<file path="src/rtl/ascon_state_io_pkg.sv">
// Shared types and constants for the Ascon state load/permute/unload engine.
// Holds the 320-bit state type, the round index type and the round-constant helper.
package ascon_state_io_pkg;

    typedef logic [63:0]      word_t;
    typedef logic [4:0][63:0] ascon_state;
    typedef logic [3:0]       round;

    typedef enum logic [1:0] {
        StIdle,
        StLoad,
        StPermute,
        StUnload
    } state_io_fsm_t;

    localparam round RND_P12_FIRST = 4'h4;
    localparam round RND_P8_FIRST  = 4'h8;
    localparam round RND_LAST      = 4'hF;

    // Round index r runs 4..15; the constant is built from the p12 position r-4.
    function automatic logic [7:0] pc(round r);
        round i;
        i = r - RND_P12_FIRST;
        return {4'hF - i, i};
    endfunction

endpackage

</file>
<file path="src/rtl/ascon_state_io_if.sv">
// Word-stream bundle between a bus master and the Ascon state engine.
// Carries the input stream, the output stream and the busy flag.
interface ascon_state_io_if;
    import ascon_state_io_pkg::*;

    logic  in_valid;
    logic  in_ready;
    word_t in_data;
    logic  mode;
    logic  out_valid;
    logic  out_ready;
    word_t out_data;
    logic  out_last;
    logic  busy;

    modport master (
        output in_valid, in_data, mode, out_ready,
        input  in_ready, out_valid, out_data, out_last, busy
    );

    modport slave (
        input  in_valid, in_data, mode, out_ready,
        output in_ready, out_valid, out_data, out_last, busy
    );

endinterface

</file>
<file path="src/rtl/ascon_round.sv">
// One combinational Ascon round: constant addition, 5-bit S-box layer, linear diffusion.
// The round index selects the constant mixed into word x2.
module ascon_round
    import ascon_state_io_pkg::*;
(
    input  ascon_state din,
    input  round       rnd,
    output ascon_state dout
);

    function automatic word_t ror64(word_t x, int unsigned n);
        return (x >> n) | (x << (64 - n));
    endfunction

    word_t a0, a1, a2, a3, a4;
    word_t t0, t1, t2, t3, t4;
    word_t b0, b1, b2, b3, b4;
    word_t s0, s1, s2, s3, s4;

    always_comb begin
        // Constant addition followed by the input mixing of the S-box.
        a0 = din[0] ^ din[4];
        a1 = din[1];
        a2 = din[2] ^ {56'h0, pc(rnd)} ^ din[1];
        a3 = din[3];
        a4 = din[4] ^ din[3];

        t0 = ~a0 & a1;
        t1 = ~a1 & a2;
        t2 = ~a2 & a3;
        t3 = ~a3 & a4;
        t4 = ~a4 & a0;

        b0 = a0 ^ t1;
        b1 = a1 ^ t2;
        b2 = a2 ^ t3;
        b3 = a3 ^ t4;
        b4 = a4 ^ t0;

        s1 = b1 ^ b0;
        s0 = b0 ^ b4;
        s3 = b3 ^ b2;
        s2 = ~b2;
        s4 = b4;

        dout[0] = s0 ^ ror64(s0, 19) ^ ror64(s0, 28);
        dout[1] = s1 ^ ror64(s1, 61) ^ ror64(s1, 39);
        dout[2] = s2 ^ ror64(s2, 1)  ^ ror64(s2, 6);
        dout[3] = s3 ^ ror64(s3, 10) ^ ror64(s3, 17);
        dout[4] = s4 ^ ror64(s4, 7)  ^ ror64(s4, 41);
    end

endmodule

</file>
<file path="src/rtl/ascon_state_io.sv">
// Loads a 320-bit Ascon state as five 64-bit words, runs p12/p8 one round per cycle,
// then streams the result back out. Optional build macro: ASCON_STATE_IO_ZEROIZE_EN.
module ascon_state_io
    import ascon_state_io_pkg::*;
(
    input logic             clk,
    input logic             rst,
    ascon_state_io_if.slave bus
);

    state_io_fsm_t fsm_q, fsm_d;
    ascon_state    state_q, state_d;
    logic [2:0]    idx_q, idx_d;
    round          rnd_q, rnd_d;
    logic          mode_q, mode_d;

    ascon_state    round_out;
    logic          in_rdy;
    logic          out_vld;

    ascon_round u_round (
        .din  (state_q),
        .rnd  (rnd_q),
        .dout (round_out)
    );

    always_ff @(posedge clk or negedge rst) begin
        if (!rst) begin
            fsm_q   <= StIdle;
            state_q <= '0;
            idx_q   <= '0;
            rnd_q   <= '0;
            mode_q  <= 1'b0;
        end else begin
            fsm_q   <= fsm_d;
            state_q <= state_d;
            idx_q   <= idx_d;
            rnd_q   <= rnd_d;
            mode_q  <= mode_d;
        end
    end

    always_comb begin
        fsm_d   = fsm_q;
        state_d = state_q;
        idx_d   = idx_q;
        rnd_d   = rnd_q;
        mode_d  = mode_q;
        in_rdy  = 1'b0;
        out_vld = 1'b0;

        unique case (fsm_q)
            StIdle: begin
                in_rdy = 1'b1;
                if (bus.in_valid) begin
                    state_d[0] = bus.in_data;
                    mode_d     = bus.mode;
                    idx_d      = 3'd1;
                    fsm_d      = StLoad;
                end
            end
            StLoad: begin
                in_rdy = 1'b1;
                if (bus.in_valid) begin
                    state_d[idx_q] = bus.in_data;
                    idx_d          = idx_q + 3'd1;
                    if (idx_q == 3'd4) begin
                        idx_d = 3'd0;
                        rnd_d = mode_q ? RND_P8_FIRST : RND_P12_FIRST;
                        fsm_d = StPermute;
                    end
                end
            end
            StPermute: begin
                state_d = round_out;
                if (rnd_q == RND_LAST) begin
                    idx_d = 3'd0;
                    fsm_d = StUnload;
                end else begin
                    rnd_d = rnd_q + 4'd1;
                end
            end
            StUnload: begin
                out_vld = 1'b1;
                if (bus.out_ready) begin
                    idx_d = idx_q + 3'd1;
                    if (idx_q == 3'd4) begin
                        idx_d = 3'd0;
                        fsm_d = StIdle;
`ifdef ASCON_STATE_IO_ZEROIZE_EN
                        state_d = '0;
`endif
                    end
                end
            end
            default: fsm_d = StIdle;
        endcase
    end

    // in_ready is gated by the reset pin so it reads 0 while reset is held.
    assign bus.in_ready  = in_rdy & rst;
    assign bus.out_valid = out_vld;
    assign bus.out_data  = out_vld ? state_q[idx_q] : '0;
    assign bus.out_last  = out_vld && (idx_q == 3'd4);
    assign bus.busy      = (fsm_q == StPermute) || (fsm_q == StUnload);

endmodule

</file>
<file path="src/flat_wrapper.sv">
// flat-port wrapper written by rule: the top's interface ports become plain ports
module ascon_state_io_flat import ascon_state_io_pkg::*;
  (clk, rst, bus_in_valid, bus_in_data, bus_mode, bus_out_ready, bus_in_ready, bus_out_valid, bus_out_data, bus_out_last, bus_busy);
  ascon_state_io_if bus_i ();
  input logic clk;
  input logic rst;
  input wire logic [$bits(bus_i.in_valid)-1:0] bus_in_valid;
  input wire logic [$bits(bus_i.in_data)-1:0] bus_in_data;
  input wire logic [$bits(bus_i.mode)-1:0] bus_mode;
  input wire logic [$bits(bus_i.out_ready)-1:0] bus_out_ready;
  output wire logic [$bits(bus_i.in_ready)-1:0] bus_in_ready;
  output wire logic [$bits(bus_i.out_valid)-1:0] bus_out_valid;
  output wire logic [$bits(bus_i.out_data)-1:0] bus_out_data;
  output wire logic [$bits(bus_i.out_last)-1:0] bus_out_last;
  output wire logic [$bits(bus_i.busy)-1:0] bus_busy;
  assign bus_i.in_valid = bus_in_valid;
  assign bus_i.in_data = bus_in_data;
  assign bus_i.mode = bus_mode;
  assign bus_i.out_ready = bus_out_ready;
  assign bus_in_ready = bus_i.in_ready;
  assign bus_out_valid = bus_i.out_valid;
  assign bus_out_data = bus_i.out_data;
  assign bus_out_last = bus_i.out_last;
  assign bus_busy = bus_i.busy;
  ascon_state_io u_core (.clk(clk), .rst(rst), .bus(bus_i));
endmodule
</file>
<file path="config.mk">
export PLATFORM = sky130hd
export DESIGN_NAME = ascon_state_io_flat
export DESIGN_NICKNAME = d
export VERILOG_FILES = /design/src/rtl/ascon_state_io_pkg.sv /design/src/rtl/ascon_state_io_if.sv /design/src/rtl/ascon_round.sv /design/src/rtl/ascon_state_io.sv /design/src/flat_wrapper.sv
export SDC_FILE = /design/constraint.sdc
export NUM_CORES = 2
export LEC_CHECK = 0
export CORE_ASPECT_RATIO = 0.5
export CORE_UTILIZATION = 45
export CTS_BUF_LIST = sky130_fd_sc_hd__clkbuf_8
export DETAILED_ROUTE_END_ITERATION = 6
export HOLD_SLACK_MARGIN = 0.06
export PLACE_DENSITY = 0.65
export SYNTH_ARGS = -nofsm -noshare
export SYNTH_HDL_FRONTEND = slang
export SYNTH_SLANG_ARGS = --single-unit
</file>
<file path="constraint.sdc">
create_clock -name clk -period 3.4 [get_ports clk]
set_clock_uncertainty 0.2 [all_clocks]
set_input_delay 0.68 -clock clk [delete_from_list [all_inputs] [get_ports clk]]
set_output_delay 0.68 -clock clk [all_outputs]
set_load 0.02 [all_outputs]
</file>
Fig. 1: clock distribution
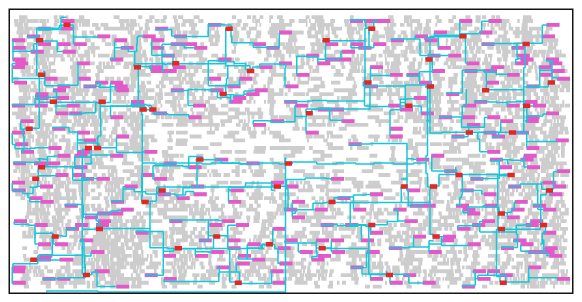
red -> clock-net drivers  # count 58
magenta -> flip-flops  # count 330
cyan -> clock wires  # length 7060 µm
flops lie = widely spread
clk_lat worst skew: 770 ps

Fig. 2: floorplan with the power grid
Pins as bars on the die edge. Tap cells in gray.
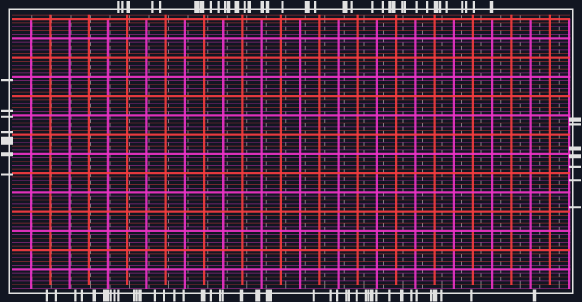
red -> VDD
magenta -> VSS
met5 straps = 14
tap cells = 1022
met1 rails = 72
signal pins = 137
met4 straps = 29

Fig. 3: register map, names as in the netlist
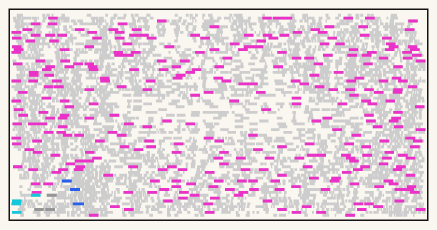
magenta -> u_core.state_q  # sequential cells 320, where widely spread
blue -> u_core.idx_q  # sequential cells 3
cyan -> u_core.rnd_q  # sequential cells 4, where bottom left
not colored = 3

Fig. 4: track usage over the die
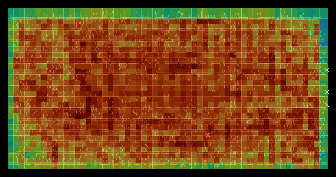
WL/cell: 39.5 µm
Top Usage Layer GRT: met1
GR Util met2: 0.638

Fig. 5: placed cells, one color a class
Bar = 100 µm.
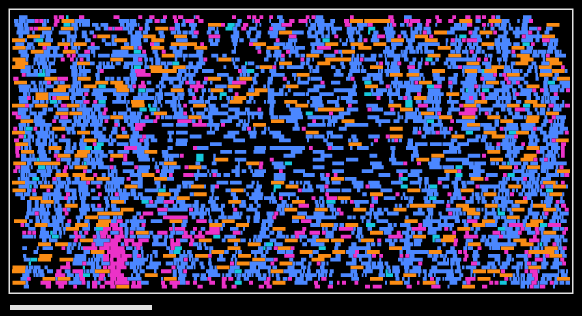
magenta -> remaining buffers and delay cells  # cells 568, share of their area 13%
cyan -> clock drivers and dummy loads  # cells 96, share of their area 2.6%
blue -> remaining logic cells  # cells 3180, share of their area 64%
orange -> registers  # cells 330, share of their area 20%
core area: 76100 µm²
num rows: 71
Design Area, Final: 43500 µm²
flop share of the area: 0.190
post-layout util: 0.571

-- timing repair --
item / in CTS / in global routing
pin swaps: 36 / 42
gates resized: 461 / 164
endpoints found under the hold margin: 177 / 0
buffers inserted: 45 / 22
cloned: 15 / 3
hold buffers: 1 / 0
setup endpoints to repair: 66 / 64
-- Yosys cell counts (all sizes together), types with 61 or more instances --
master | n | area (µm²)
a211oi | 61 | 473
a21oi | 196 | 981
clkbuf | 172 | 646
dfrtp | 330 | 8260
ha | 136 | 1700
inv | 189 | 709
mux2i | 82 | 821
nand2 | 294 | 1100
nor2 | 291 | 1090
o21ai | 303 | 1520
xnor2 | 444 | 4170
xnor3 | 239 | 5380
xor2 | 140 | 1230
==> results.txt <==
flow finished, numbers: min Tclk post-route 3530 ps, Top cell excl fill/tap buf_4, RSZ-0062 raised after global routing yes, drt drc between 50 and 60, setup violators final 51, register area share after synthesis 0.235, Post-Synth AOI/OAI Area 0.194, total wire length 206000 µm, IO Port Bufs 136, YS warnings 0, endpoint class of the critical path output port, failing checks DRC, setup timing, setup ws final -131 ps, Largest Register u_core.state_q, Critical Path Stages 8, Top Registers u_core.state_q x320, u_core.rnd_q x4, u_core.idx_q x3, DIE WIDTH 397 µm, status finished, violations left, crit path capture bus_out_data[0], average size of a mapped cell 9.41 µm²
